$ cat src/rtl/jpeg_byte_stuffer_if.sv
// Stream interface for jpeg_byte_stuffer: packed-word input side, byte output side
// and the end-of-scan pulse. The slave modport is the stuffer's view.
interface jpeg_byte_stuffer_if;
    logic        data_in_valid;
    logic [31:0] data_in;
    logic        data_in_last;
    logic [2:0]  data_in_nbytes;
    logic        data_in_ready;
    logic        byte_out_valid;
    logic [7:0]  byte_out;
    logic        byte_out_ready;
    logic        frame_done;

    modport master (
        output data_in_valid,
        output data_in,
        output data_in_last,
        output data_in_nbytes,
        output byte_out_ready,
        input  data_in_ready,
        input  byte_out_valid,
        input  byte_out,
        input  frame_done
    );

    modport slave (
        input  data_in_valid,
        input  data_in,
        input  data_in_last,
        input  data_in_nbytes,
        input  byte_out_ready,
        output data_in_ready,
        output byte_out_valid,
        output byte_out,
        output frame_done
    );
endinterface

$ cat src/rtl/jpeg_byte_stuffer.sv
// JPEG entropy-stream byte stuffer: serialises 32-bit packed words LSB byte first and
// inserts 0x00 after every 0xFF. Define JPEG_EOI_MARKER_EN to append FF D9 after the last word.
module jpeg_byte_stuffer (
    input  logic                 clock,
    input  logic                 nreset,
    jpeg_byte_stuffer_if.slave   bus
);

    typedef enum logic [2:0] {
        IDLE   = 3'd0,
        EMIT   = 3'd1,
        STUFF  = 3'd2
`ifdef JPEG_EOI_MARKER_EN
        ,
        EOI_FF = 3'd3,
        EOI_D9 = 3'd4
`endif
    } state_t;

    function automatic logic [7:0] sel_byte(input logic [31:0] w, input logic [1:0] i);
        logic [7:0] b;
        case (i)
            2'd0:    b = w[7:0];
            2'd1:    b = w[15:8];
            2'd2:    b = w[23:16];
            2'd3:    b = w[31:24];
            default: b = 8'h00;
        endcase
        return b;
    endfunction

    // Illegal counts are folded into the legal 1..4 range.
    function automatic logic [2:0] clamp_nbytes(input logic [2:0] n);
        logic [2:0] r;
        if (n == 3'd0) begin
            r = 3'd1;
        end else if (n > 3'd4) begin
            r = 3'd4;
        end else begin
            r = n;
        end
        return r;
    endfunction

    state_t      state_q, state_d;
    logic [1:0]  idx_q, idx_d;
    logic [31:0] word_q, word_d;
    logic [2:0]  nbytes_q, nbytes_d;
    logic        last_q, last_d;
    logic        ready_q, ready_d;
    logic        valid_q, valid_d;
    logic [7:0]  byte_q, byte_d;
    logic        done_q, done_d;

    logic        byte_xfer_s;
    logic        last_byte_s;
    logic [7:0]  cur_byte_s;
    state_t      end_state_s;
    logic        end_done_s;

    assign byte_xfer_s = valid_q & bus.byte_out_ready;
    assign last_byte_s = ({1'b0, idx_q} == (nbytes_q - 3'd1));
    assign cur_byte_s  = sel_byte(word_q, idx_q);

    // Where the FSM goes once the final byte of the held word (and its stuff byte) is gone.
    always_comb begin
        end_state_s = IDLE;
        end_done_s  = 1'b0;
        if (last_q) begin
`ifdef JPEG_EOI_MARKER_EN
            end_state_s = EOI_FF;
            end_done_s  = 1'b0;
`else
            end_state_s = IDLE;
            end_done_s  = 1'b1;
`endif
        end else begin
            end_state_s = IDLE;
            end_done_s  = 1'b0;
        end
    end

    // Next-state logic for the serialiser FSM and the held word.
    always_comb begin
        state_d  = state_q;
        idx_d    = idx_q;
        word_d   = word_q;
        nbytes_d = nbytes_q;
        last_d   = last_q;
        done_d   = 1'b0;
        case (state_q)
            IDLE: begin
                if (bus.data_in_valid && ready_q) begin
                    word_d   = bus.data_in;
                    nbytes_d = clamp_nbytes(bus.data_in_nbytes);
                    last_d   = bus.data_in_last;
                    idx_d    = 2'd0;
                    state_d  = EMIT;
                end else begin
                    state_d  = IDLE;
                end
            end
            EMIT: begin
                if (byte_xfer_s) begin
                    if (cur_byte_s == 8'hFF) begin
                        state_d = STUFF;
                    end else if (last_byte_s) begin
                        state_d = end_state_s;
                        done_d  = end_done_s;
                    end else begin
                        idx_d   = idx_q + 2'd1;
                    end
                end else begin
                    state_d = EMIT;
                end
            end
            STUFF: begin
                if (byte_xfer_s) begin
                    if (last_byte_s) begin
                        state_d = end_state_s;
                        done_d  = end_done_s;
                    end else begin
                        idx_d   = idx_q + 2'd1;
                        state_d = EMIT;
                    end
                end else begin
                    state_d = STUFF;
                end
            end
`ifdef JPEG_EOI_MARKER_EN
            EOI_FF: begin
                if (byte_xfer_s) begin
                    state_d = EOI_D9;
                end else begin
                    state_d = EOI_FF;
                end
            end
            EOI_D9: begin
                if (byte_xfer_s) begin
                    state_d = IDLE;
                    done_d  = 1'b1;
                end else begin
                    state_d = EOI_D9;
                end
            end
`endif
            default: begin
                state_d = IDLE;
            end
        endcase
    end

    // Outputs are precomputed from the next state so they leave the block registered;
    // a stalled byte keeps its state and therefore its value.
    always_comb begin
        byte_d  = 8'h00;
        valid_d = (state_d != IDLE);
        ready_d = (state_d == IDLE);
        case (state_d)
            EMIT:    byte_d = sel_byte(word_d, idx_d);
            STUFF:   byte_d = 8'h00;
`ifdef JPEG_EOI_MARKER_EN
            EOI_FF:  byte_d = 8'hFF;
            EOI_D9:  byte_d = 8'hD9;
`endif
            default: byte_d = 8'h00;
        endcase
    end

    // State and output registers.
    always_ff @(posedge clock or negedge nreset) begin
        if (!nreset) begin
            state_q  <= IDLE;
            idx_q    <= 2'd0;
            word_q   <= 32'h0000_0000;
            nbytes_q <= 3'd1;
            last_q   <= 1'b0;
            ready_q  <= 1'b0;
            valid_q  <= 1'b0;
            byte_q   <= 8'h00;
            done_q   <= 1'b0;
        end else begin
            state_q  <= state_d;
            idx_q    <= idx_d;
            word_q   <= word_d;
            nbytes_q <= nbytes_d;
            last_q   <= last_d;
            ready_q  <= ready_d;
            valid_q  <= valid_d;
            byte_q   <= byte_d;
            done_q   <= done_d;
        end
    end

    assign bus.data_in_ready  = ready_q;
    assign bus.byte_out_valid = valid_q;
    assign bus.byte_out       = byte_q;
    assign bus.frame_done     = done_q;

endmodule

$ cat src/flat_wrapper.sv
// flat-port wrapper written by rule: the top's interface ports become plain ports
module jpeg_byte_stuffer_flat 
  (clock, nreset, bus_data_in_valid, bus_data_in, bus_data_in_last, bus_data_in_nbytes, bus_byte_out_ready, bus_data_in_ready, bus_byte_out_valid, bus_byte_out, bus_frame_done);
  jpeg_byte_stuffer_if bus_i ();
  input  logic clock;
  input  logic nreset;
  input wire logic [$bits(bus_i.data_in_valid)-1:0] bus_data_in_valid;
  input wire logic [$bits(bus_i.data_in)-1:0] bus_data_in;
  input wire logic [$bits(bus_i.data_in_last)-1:0] bus_data_in_last;
  input wire logic [$bits(bus_i.data_in_nbytes)-1:0] bus_data_in_nbytes;
  input wire logic [$bits(bus_i.byte_out_ready)-1:0] bus_byte_out_ready;
  output wire logic [$bits(bus_i.data_in_ready)-1:0] bus_data_in_ready;
  output wire logic [$bits(bus_i.byte_out_valid)-1:0] bus_byte_out_valid;
  output wire logic [$bits(bus_i.byte_out)-1:0] bus_byte_out;
  output wire logic [$bits(bus_i.frame_done)-1:0] bus_frame_done;
  assign bus_i.data_in_valid = bus_data_in_valid;
  assign bus_i.data_in = bus_data_in;
  assign bus_i.data_in_last = bus_data_in_last;
  assign bus_i.data_in_nbytes = bus_data_in_nbytes;
  assign bus_i.byte_out_ready = bus_byte_out_ready;
  assign bus_data_in_ready = bus_i.data_in_ready;
  assign bus_byte_out_valid = bus_i.byte_out_valid;
  assign bus_byte_out = bus_i.byte_out;
  assign bus_frame_done = bus_i.frame_done;
  jpeg_byte_stuffer u_core (.clock(clock), .nreset(nreset), .bus(bus_i));
endmodule
$ cat config.mk
export PLATFORM = sky130hd
export DESIGN_NAME = jpeg_byte_stuffer_flat
export DESIGN_NICKNAME = d
export VERILOG_FILES = /design/src/rtl/jpeg_byte_stuffer_if.sv /design/src/rtl/jpeg_byte_stuffer.sv /design/src/flat_wrapper.sv
export SDC_FILE = /design/constraint.sdc
export NUM_CORES = 1
export LEC_CHECK = 0
export ABC_AREA = 1
export CELL_PAD_IN_SITES_DETAIL_PLACEMENT = 1
export CELL_PAD_IN_SITES_GLOBAL_PLACEMENT = 1
export CORE_UTILIZATION = 39
export DETAILED_ROUTE_END_ITERATION = 7
export PLACE_DENSITY_LB_ADDON = 0.1
export SYNTH_ARGS = -nofsm -noshare
export SYNTH_HDL_FRONTEND = slang
export SYNTH_SLANG_ARGS = --single-unit
$ cat constraint.sdc
create_clock -name clock -period 2.45 [get_ports clock]
set_input_delay 0.49 -clock clock [delete_from_list [all_inputs] [get_ports clock]]
set_output_delay 0.49 -clock clock [all_outputs]
set_load 0.02 [all_outputs]
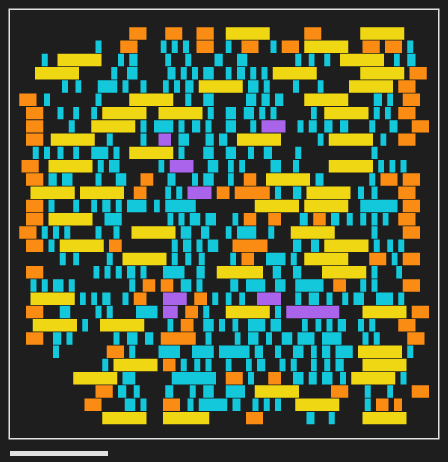
Fig. 1. Placement by cell class.
Scale bar: 20 um.
Key: registers = yellow [cells 52, share of their area 36%]; remaining buffers and delay cells = orange [cells 72, share of their area 19%]; remaining logic cells = cyan [cells 296, share of their area 41%]; clock drivers and dummy loads = purple [cells 8, share of their area 3.2%]
final design utilization: 53.7%
Placement Rows: 30
flop share of the area: 35.0%
Design Area, Final: 0.00373 mm^2

==> results.sh <==
# yosys + openroad results
export IMPL_warning_count=29
export IMPL_p_clk_mw=0.618
export IMPL_period_needed_ps=2250
export IMPL_timing_final_ws_setup_ps=197
export IMPL_dr_pass1_iters=4
export IMPL_clk_share_pct=3.09
export IMPL_fp_util_pct=41.3
export IMPL_ys_warn_count=0
export IMPL_crit_start="u_core.nbytes_q[0]"
export IMPL_pin_count=51
export IMPL_met3_usage_pct=3.11
export IMPL_crit_arrival_ps=2460
export IMPL_place_congestion=0.814
export IMPL_p_leak_nw=1.82
export IMPL_status="finished clean"
export IMPL_wl_per_cell_um=14.8
export IMPL_ys_top_logic_family="simple AND/OR/NAND/NOR gates"
export IMPL_post_route_period_util_pct=92.0
export IMPL_synth_cell_types=36
export IMPL_worstPathMaxFanout=15
export IMPL_area_leaders="dfrtp_1 (44%), nand2_1 (16%), inv_1 (3.9%)"
export IMPL_whs_ps=89.6
export IMPL_drive_above_1_share_pct=18.7
export IMPL_drt_iter0_markers=156
export IMPL_cpMaxStageDelayCell="dfstp_2"
export IMPL_grt_use_met2_pct=36.8
export IMPL_cp_endpoint="u_core.bus.byte_out[4]"
export IMPL_cts_sinks=52
export IMPL_drv_cap=0
export IMPL_logic_gates=257
export IMPL_grt_pass1_wl_um=13100
export IMPL_yosys_stat_cells=362
export IMPL_numPortBuffers=50
export IMPL_hpwl_um=6130
export IMPL_rr_endpoint="u_core.bus.byte_out[4]"
export IMPL_synthCells=362
export IMPL_dp_worst_setup_slack_ps=107
export IMPL_irDropWorstVdd_v=0.000308
export IMPL_cts_hold_fix_buffers=0
export IMPL_required_ps=2660
export IMPL_r2r_setup_slack_ps=200
export IMPL_wl_met2_um=3590
export IMPL_worstReg2RegStart="u_core.nbytes_q[0]"
export IMPL_clock_buffers=5
export IMPL_switching_share_pct=37.2
export IMPL_top_layer="met4"
export IMPL_timing_setup_tns_ps=0
export IMPL_p_total_mw=2.96
export IMPL_ys_sh_simple_pct=36.5
export IMPL_grt_use_met1_pct=32.3
export IMPL_worstHoldPathType="in2async"
export IMPL_ys_sh_mux_pct=0
export IMPL_powerSeq_mw=1.21
export IMPL_crit_cells=18
export IMPL_crit_family="simple AND/OR/NAND/NOR gates"
export IMPL_p_clk_share_pct=20.9
export IMPL_comb_power_share_pct=38.3
export IMPL_critPathMaxStageDelay_ps=550
export IMPL_area_dominant_class="combinational gates"
export IMPL_ys_sh_xor_pct=0.567
export IMPL_most_common_cell="nand2_1"
export IMPL_synth_avg_cell_area_um2=7.93
export IMPL_drcViolationCount=0
export IMPL_cts_tree="built"
export IMPL_synthAoiAreaFrac_pct=6.89
export IMPL_antenna_found_initial=0
export IMPL_grt_total_usage_pct=22.6
export IMPL_largest_reg_flops=32
export IMPL_top_register="u_core.word_q"
export IMPL_htree_levels=2
export IMPL_sequential_cell_total=52
export IMPL_ys_area_mm2=0.00287
export IMPL_num_antenna_cells=0
export IMPL_common_cells="nand2_1 (126), dfrtp_1 (51), inv_1 (30)"
export IMPL_routed_wl_um=7780
export IMPL_vias_per_cell=4.84
export IMPL_gr_total_overflow=0
export IMPL_maxPowerGroup="registers"
export IMPL_placed_area_mm2=0.00360
export IMPL_p_per_area_mw_per_mm2=794
export IMPL_top_area_cell="dfrtp_1"
export IMPL_clockBufferDepth=2
export IMPL_ys_ff=52
export IMPL_syn_area_mm2=0.00287
export IMPL_seq_power_share_pct=40.9
export IMPL_hold_viol=0
export IMPL_p_sw_mw=1.10
export IMPL_drtAntennaViolNets=0
export IMPL_layout_cells_most_common_list="nand2_1 (126), dfrtp_1 (50), clkdlybuf4s50_1 (49)"
export IMPL_vias=2538
export IMPL_setup_viol=0
export IMPL_edf_count=0
export IMPL_worstPathCellList="inv_1 > ha_4 > inv_1 > nand2_1 > nand2_2 > nand3_4 > inv_4 > nor2_4 > nand3_2 > nand2_1 > nand2_1 > nand2_2 > nand2_4 > buf_12 > nand3_1 > nand2_1 > nor2_1 > nor2_1"
export IMPL_adder_share_pct=2.18
export IMPL_post_cts_buffers=0
export IMPL_rsz0062_at_grt="false"
export IMPL_combGateArea_mm2=0.00134
export IMPL_nFillCells=862
export IMPL_cp_end_kind="register"
export IMPL_core_mm2=0.00694
export IMPL_ctsResizeCount=0
export IMPL_clk_pin_slew_worst_paths_ps=100
export IMPL_n_tap_cell=96
export IMPL_r2r_worst_path_cells=18
export IMPL_regArea_mm2=0.00130
export IMPL_flop_cell="dfrtp_1"
export IMPL_syn_num_nets=407
export IMPL_grt_pass1_vias=2590
export IMPL_p_int_mw=1.86
export IMPL_grt_max_degree=22
export IMPL_dieArea_mm2=0.00771
export IMPL_buffer_area_share_pct=18.7
export IMPL_numCtsBuffers=5
export IMPL_path_buffers=4
export IMPL_clock_skew_ps=6.14
export IMPL_comb_power_mw=1.13
export IMPL_cp_common_cell="nand2_1"
export IMPL_clock_root_buffer="clkbuf_8"
export IMPL_insertion_delay_ps=310
export IMPL_dieHeight_um=87.8
export IMPL_dr_wl_met3_um=221
export IMPL_critPathLaunchType="register"
export IMPL_top_usage_layer="met2"
export IMPL_dp_cells=516
export IMPL_ys_async_sr_fraction_pct=100
export IMPL_fmax_mhz=444
export IMPL_areaGrowthSynthToFinish_pct=29.9
export IMPL_slew_violations=0
export IMPL_yosysSeqAreaShare_pct=45.4
export IMPL_buffers_excl_clock=72
export IMPL_synth_top_cell_area_share_pct=44.5
export IMPL_die_w_um=87.8
export IMPL_nNonClkInverters=39
export IMPL_met1Wirelength_um=3910
export IMPL_nets=472
export IMPL_timing_setup_critical_path_class="reg2reg"
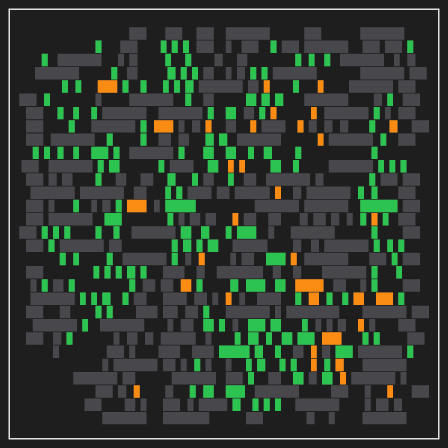
Fig. 2. Gate-type map.
Key: nor cells = orange [cells 33, most used nor2_1]; nand cells = green [cells 171, most used nand2_1, where widely spread]
Commonest Layout Cell: nand2_1
logic share of the area: 36.0%
Layout Cells excl Fill: 524

